### config.mk
export PLATFORM = sky130hd
export DESIGN_NAME = jk_bank_driver
export DESIGN_NICKNAME = d
export VERILOG_FILES = /design/src/rtl/jk_pkg.sv /design/src/rtl/jk_excite.sv /design/src/rtl/jk_bank_driver.sv
export SDC_FILE = /design/constraint.sdc
export NUM_CORES = 1
export LEC_CHECK = 0
export ABC_AREA = 1
export CAP_MARGIN = 20
export CORE_ASPECT_RATIO = 1.75
export CORE_UTILIZATION = 35
export CTS_CLUSTER_DIAMETER = 120
export DETAILED_ROUTE_END_ITERATION = 10
export SLEW_MARGIN = 20
export SYNTH_ARGS = -nofsm -noshare
export SYNTH_HDL_FRONTEND = slang
export SYNTH_SLANG_ARGS = --single-unit
### constraint.sdc
create_clock -name clk -period 3.45 [get_ports clk]
set_clock_uncertainty 0.15 [all_clocks]
set_input_delay 0.69 -clock clk [delete_from_list [all_inputs] [get_ports clk]]
set_output_delay 0.69 -clock clk [all_outputs]
set_load 0.01 [all_outputs]
### src/rtl/jk_pkg.sv
// Shared types and constants for the JK bank driver.
// States of the drive/check loop and excitation fill modes.
package jk_pkg;

  typedef enum logic [2:0] {
    IDLE,
    DRIVE,
    CHECK,
    DONE,
    ERR
  } state_t;

  localparam logic [1:0] MODE_MINIMAL = 2'd0;
  localparam logic [1:0] MODE_FORCE   = 2'd1;
  localparam logic [1:0] MODE_TOGGLE  = 2'd2;

  localparam int RETRY_W = 4;

endpackage

### src/rtl/jk_excite.sv
// Per-word JK excitation: J/K that move each bit from cur to tgt.
// Purely combinational; reusable by any JK-based generator.
module jk_excite
  import jk_pkg::*;
#(
  parameter int W = 8
) (
  input  logic [W-1:0] cur,
  input  logic [W-1:0] tgt,
  input  logic [1:0]   mode,
  output logic [W-1:0] j,
  output logic [W-1:0] k
);

  logic [W-1:0] w_diff;

  assign w_diff = cur ^ tgt;

  always_comb begin
    j = '0;
    k = '0;
    case (mode)
      MODE_FORCE: begin
        j = tgt;
        k = ~tgt;
      end
      MODE_TOGGLE: begin
        j = w_diff;
        k = w_diff;
      end
      default: begin
        j = w_diff & tgt;
        k = w_diff & cur;
      end
    endcase
  end

endmodule

### src/rtl/jk_bank_driver.sv
// Drives J/K of an external JK bank until its Q matches a target,
// retrying a bounded number of times before flagging an error.
module jk_bank_driver
  import jk_pkg::*;
#(
  parameter int W         = 8,
  parameter int MODE      = 0,
  parameter int MAX_RETRY = 2
) (
  input  logic         clk,
  input  logic         rst_n,
  input  logic         tgt_valid,
  output logic         tgt_ready,
  input  logic [W-1:0] tgt_data,
  input  logic [W-1:0] q_fb,
  output logic [W-1:0] j,
  output logic [W-1:0] k,
  output logic         busy,
  output logic         done,
  output logic         err
);

  localparam logic [1:0] MODE_SEL = MODE[1:0];
  localparam logic [RETRY_W-1:0] MAX_R = RETRY_W'(MAX_RETRY);

  state_t r_state;
  state_t w_next;

  logic [W-1:0]       r_tgt;
  logic [W-1:0]       r_j;
  logic [W-1:0]       r_k;
  logic [RETRY_W-1:0] r_retry;
  logic               r_done;
  logic               r_err;

  logic               w_accept;
  logic               w_match;
  logic               w_load;
  logic               w_inc;
  logic [W-1:0]       w_sel_tgt;
  logic [W-1:0]       w_ex_j;
  logic [W-1:0]       w_ex_k;

  assign tgt_ready = (r_state == IDLE);
  assign busy      = (r_state != IDLE);
  assign w_accept  = tgt_valid & tgt_ready;
  assign w_match   = (q_fb == r_tgt);

  // On accept the fresh request word is not yet captured.
  assign w_sel_tgt = (r_state == IDLE) ? tgt_data : r_tgt;

  jk_excite #(
    .W(W)
  ) u_excite (
    .cur  (q_fb),
    .tgt  (w_sel_tgt),
    .mode (MODE_SEL),
    .j    (w_ex_j),
    .k    (w_ex_k)
  );

  always_comb begin
    w_next = r_state;
    w_load = 1'b0;
    w_inc  = 1'b0;
    unique case (r_state)
      IDLE: begin
        if (w_accept) begin
          w_next = DRIVE;
          w_load = 1'b1;
        end
      end
      DRIVE: w_next = CHECK;
      CHECK: begin
        if (w_match) begin
          w_next = DONE;
        end else if (r_retry < MAX_R) begin
          w_next = DRIVE;
          w_load = 1'b1;
          w_inc  = 1'b1;
        end else begin
          w_next = ERR;
        end
      end
      DONE:    w_next = IDLE;
      ERR:     w_next = IDLE;
      default: w_next = IDLE;
    endcase
  end

  always_ff @(posedge clk or negedge rst_n) begin
    if (!rst_n) begin
      r_state <= IDLE;
      r_tgt   <= '0;
      r_j     <= '0;
      r_k     <= '0;
      r_retry <= '0;
      r_done  <= 1'b0;
      r_err   <= 1'b0;
    end else begin
      r_state <= w_next;
      r_done  <= (w_next == DONE);
      r_err   <= (w_next == ERR);
      // J/K are only non-zero for the single DRIVE cycle.
      if (w_load) begin
        r_j <= w_ex_j;
        r_k <= w_ex_k;
      end else begin
        r_j <= '0;
        r_k <= '0;
      end
      if (w_accept) begin
        r_tgt   <= tgt_data;
        r_retry <= '0;
      end else if (w_inc) begin
        r_retry <= r_retry + 1'b1;
      end
    end
  end

  assign j    = r_j;
  assign k    = r_k;
  assign done = r_done;
  assign err  = r_err;

endmodule

==> run_1/logic_types.png <==
Scale: 6 px per um.
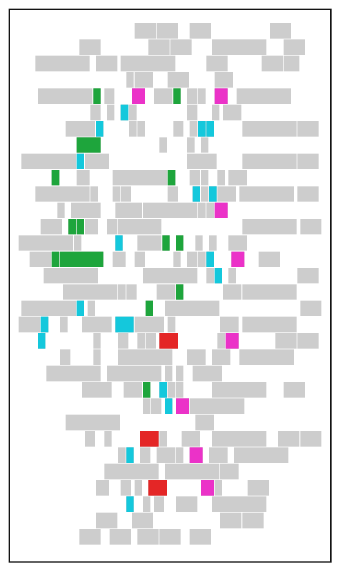
AND and OR gates -> magenta  # cells 8
inverters -> cyan  # cells 18
XOR/XNOR gates -> red  # cells 3
NOR gates -> green  # cells 14

==> run_1/placement.png <==
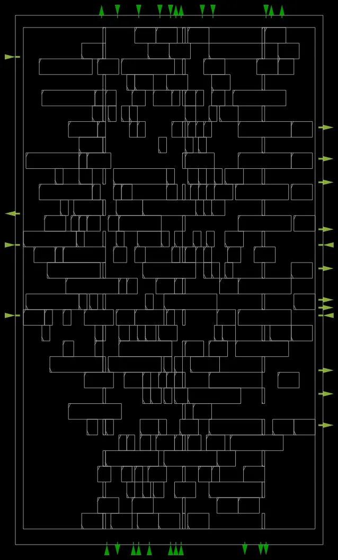
Rows: 32
# Taps: 51
flip-flops: 33
Core Footprint: 4400 um^2
fin cells: 265

==> run_1/detail.png <==
Window x 12 to 42, y 31 to 61 um. Cells in grey, sequential cells in the stronger grey; small squares are vias.
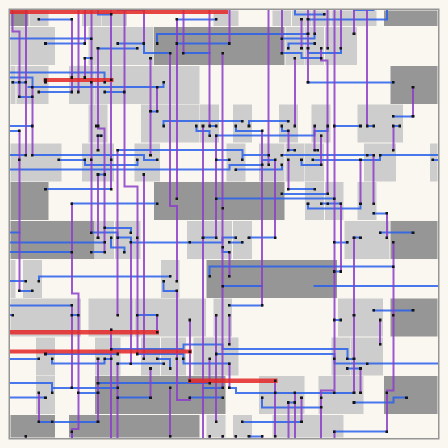
metal 3 -> red
metal 2 -> purple
metal 1 -> blue
most frequent = nand2_1 (17), a21oi_2 (6), dfrtp_1 (6)
netlist names of flops here include = r_tgt (4), r_retry (2)
cells with their middle in the window = 56
sequential cells in the window = 6

==> run_1/metal_density.png <==
Scale: 4 px per um. The die is cut into 11 by 18 equal tiles; dark purple is low, yellow is high, scaled to the fullest tile. Values are wire area over tile area, all layers added.
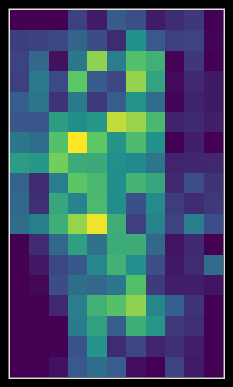
mean over tiles = 0.097
tiles over half the peak = 23%
densest ninth of the die = middle
nearly empty tiles = 15%

==> impl_metrics.toml, run 1 <==
# synthesis and place-and-route metrics
[status]
status = "complete, no violations"

[setup_path]
arrival_ns = 1.61
crit_type = "reg -> out"

[finish]
final_area_um2 = 2110
regArea_um2 = 826
layout_top_cells = "46 x nand2_1, 38 x clkdlybuf4s50_1, 33 x dfrtp_1"
final_core_util_pct = 47.9

[timing]
finalSetupTns_ns = 0
post-route-period-util_pct = 71.0
finalSetupViolCount = 0
hold_viol_final = 0

[synth]
common_cells = "46 x nand2_1, 33 x dfrtp_1, 18 x a21oi_2, 16 x inv_1, 12 x nor2_1"
ys_cells = 172
syn_area_um2 = 1620
synth_cells = 172

[clocking]
htree_levels = 2
cts_inserted_buffers = 5
cts_tree = "yes"

[floorplanning]
die_h_um = 91.9

[routing]
wl_met1_um = 1260
antenna_left = 0
vias = 1175

[worst_hold_path]
whs_path_depth = 2

[power]
power_sequential_w = 0.000574

[placed_design]
post-dp-hpwl_um = 2160
port_buffers = 38
gp_congestion = 0.749
==> run_1/wires.png <==
Scale: 6 px per um. Two of the layers only.
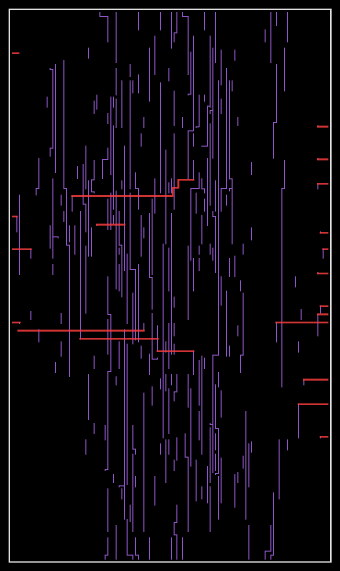

## Run 2: what changed since run 1
clock period = 2.4 ns   (was 3.45 ns; I/O delays follow)
==> run_2/wires.png <==
Scale: 6 px per um. Two of the layers only.
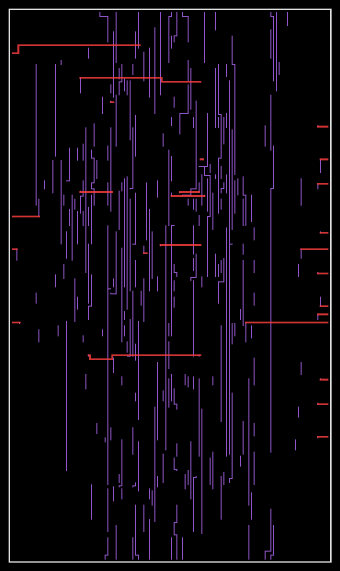
metal 3 -> red  # wire length 123 um
metal 2 -> purple  # wire length 1,600 um

==> run_2/metal_density.png <==
Scale: 4 px per um. The die is cut into 11 by 18 equal tiles; dark purple is low, yellow is high, scaled to the fullest tile. Values are wire area over tile area, all layers added.
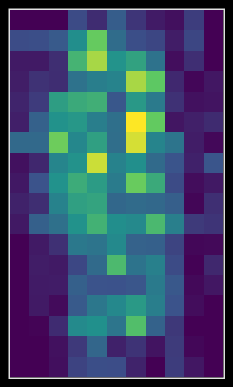
final wirelength: 3080 um
Tot GR Track Use: 15.6%
WL per Instance: 11.6 um

==> impl_metrics.toml, run 2 <==
# synthesis and place-and-route metrics
[routing]
vias = 1213
wl_met1_um = 1260
antenna_left = 0
vias_per_cell = 4.56

[synth]
syn_area_um2 = 1620
ys_cells = 172
synth_cells = 172
common_cells = "46 x nand2_1, 33 x dfrtp_1, 18 x a21oi_2, 16 x inv_1, 12 x nor2_1"
yosys_warnings = 0
mux_area_share_pct = 0

[clocking]
cts_tree = "yes"
cts_inserted_buffers = 5
htree_levels = 2

[finish]
regArea_um2 = 826
diodes = 0
n_all_inverters = 18
largest_cell_class = "flip-flops and latches"
design.seq.count = 33
final_area_um2 = 2120
stdcell_count = 266
final_core_util_pct = 48.1
layout_top_cells = "46 x nand2_1, 38 x clkdlybuf4s50_1, 33 x dfrtp_1"

[floorplanning]
coreArea_um2 = 4400
die_h_um = 91.9
core.rowCount = 32
io-pin-count = 39
nWellTaps = 51

[placed_design]
gp_congestion = 0.766
port_buffers = 38
post-dp-hpwl_um = 2220

[grt]
antenna_found_initial = 0

[setup_path]
crit_type = "reg -> out"
path_max_fanout = 10
worst-endpoint-required_ns = 1.77
arrival_ns = 1.62

[timing]
finalSetupTns_ns = 0
hold_viol_final = 0
post-route-period-util_pct = 93.9

[status]
status = "complete, no violations"

[power]
power_sequential_w = 0.000825
p_switching_w = 0.000913

[worst_hold_path]
whs_path_depth = 2

[run]
tool_warnings = 26
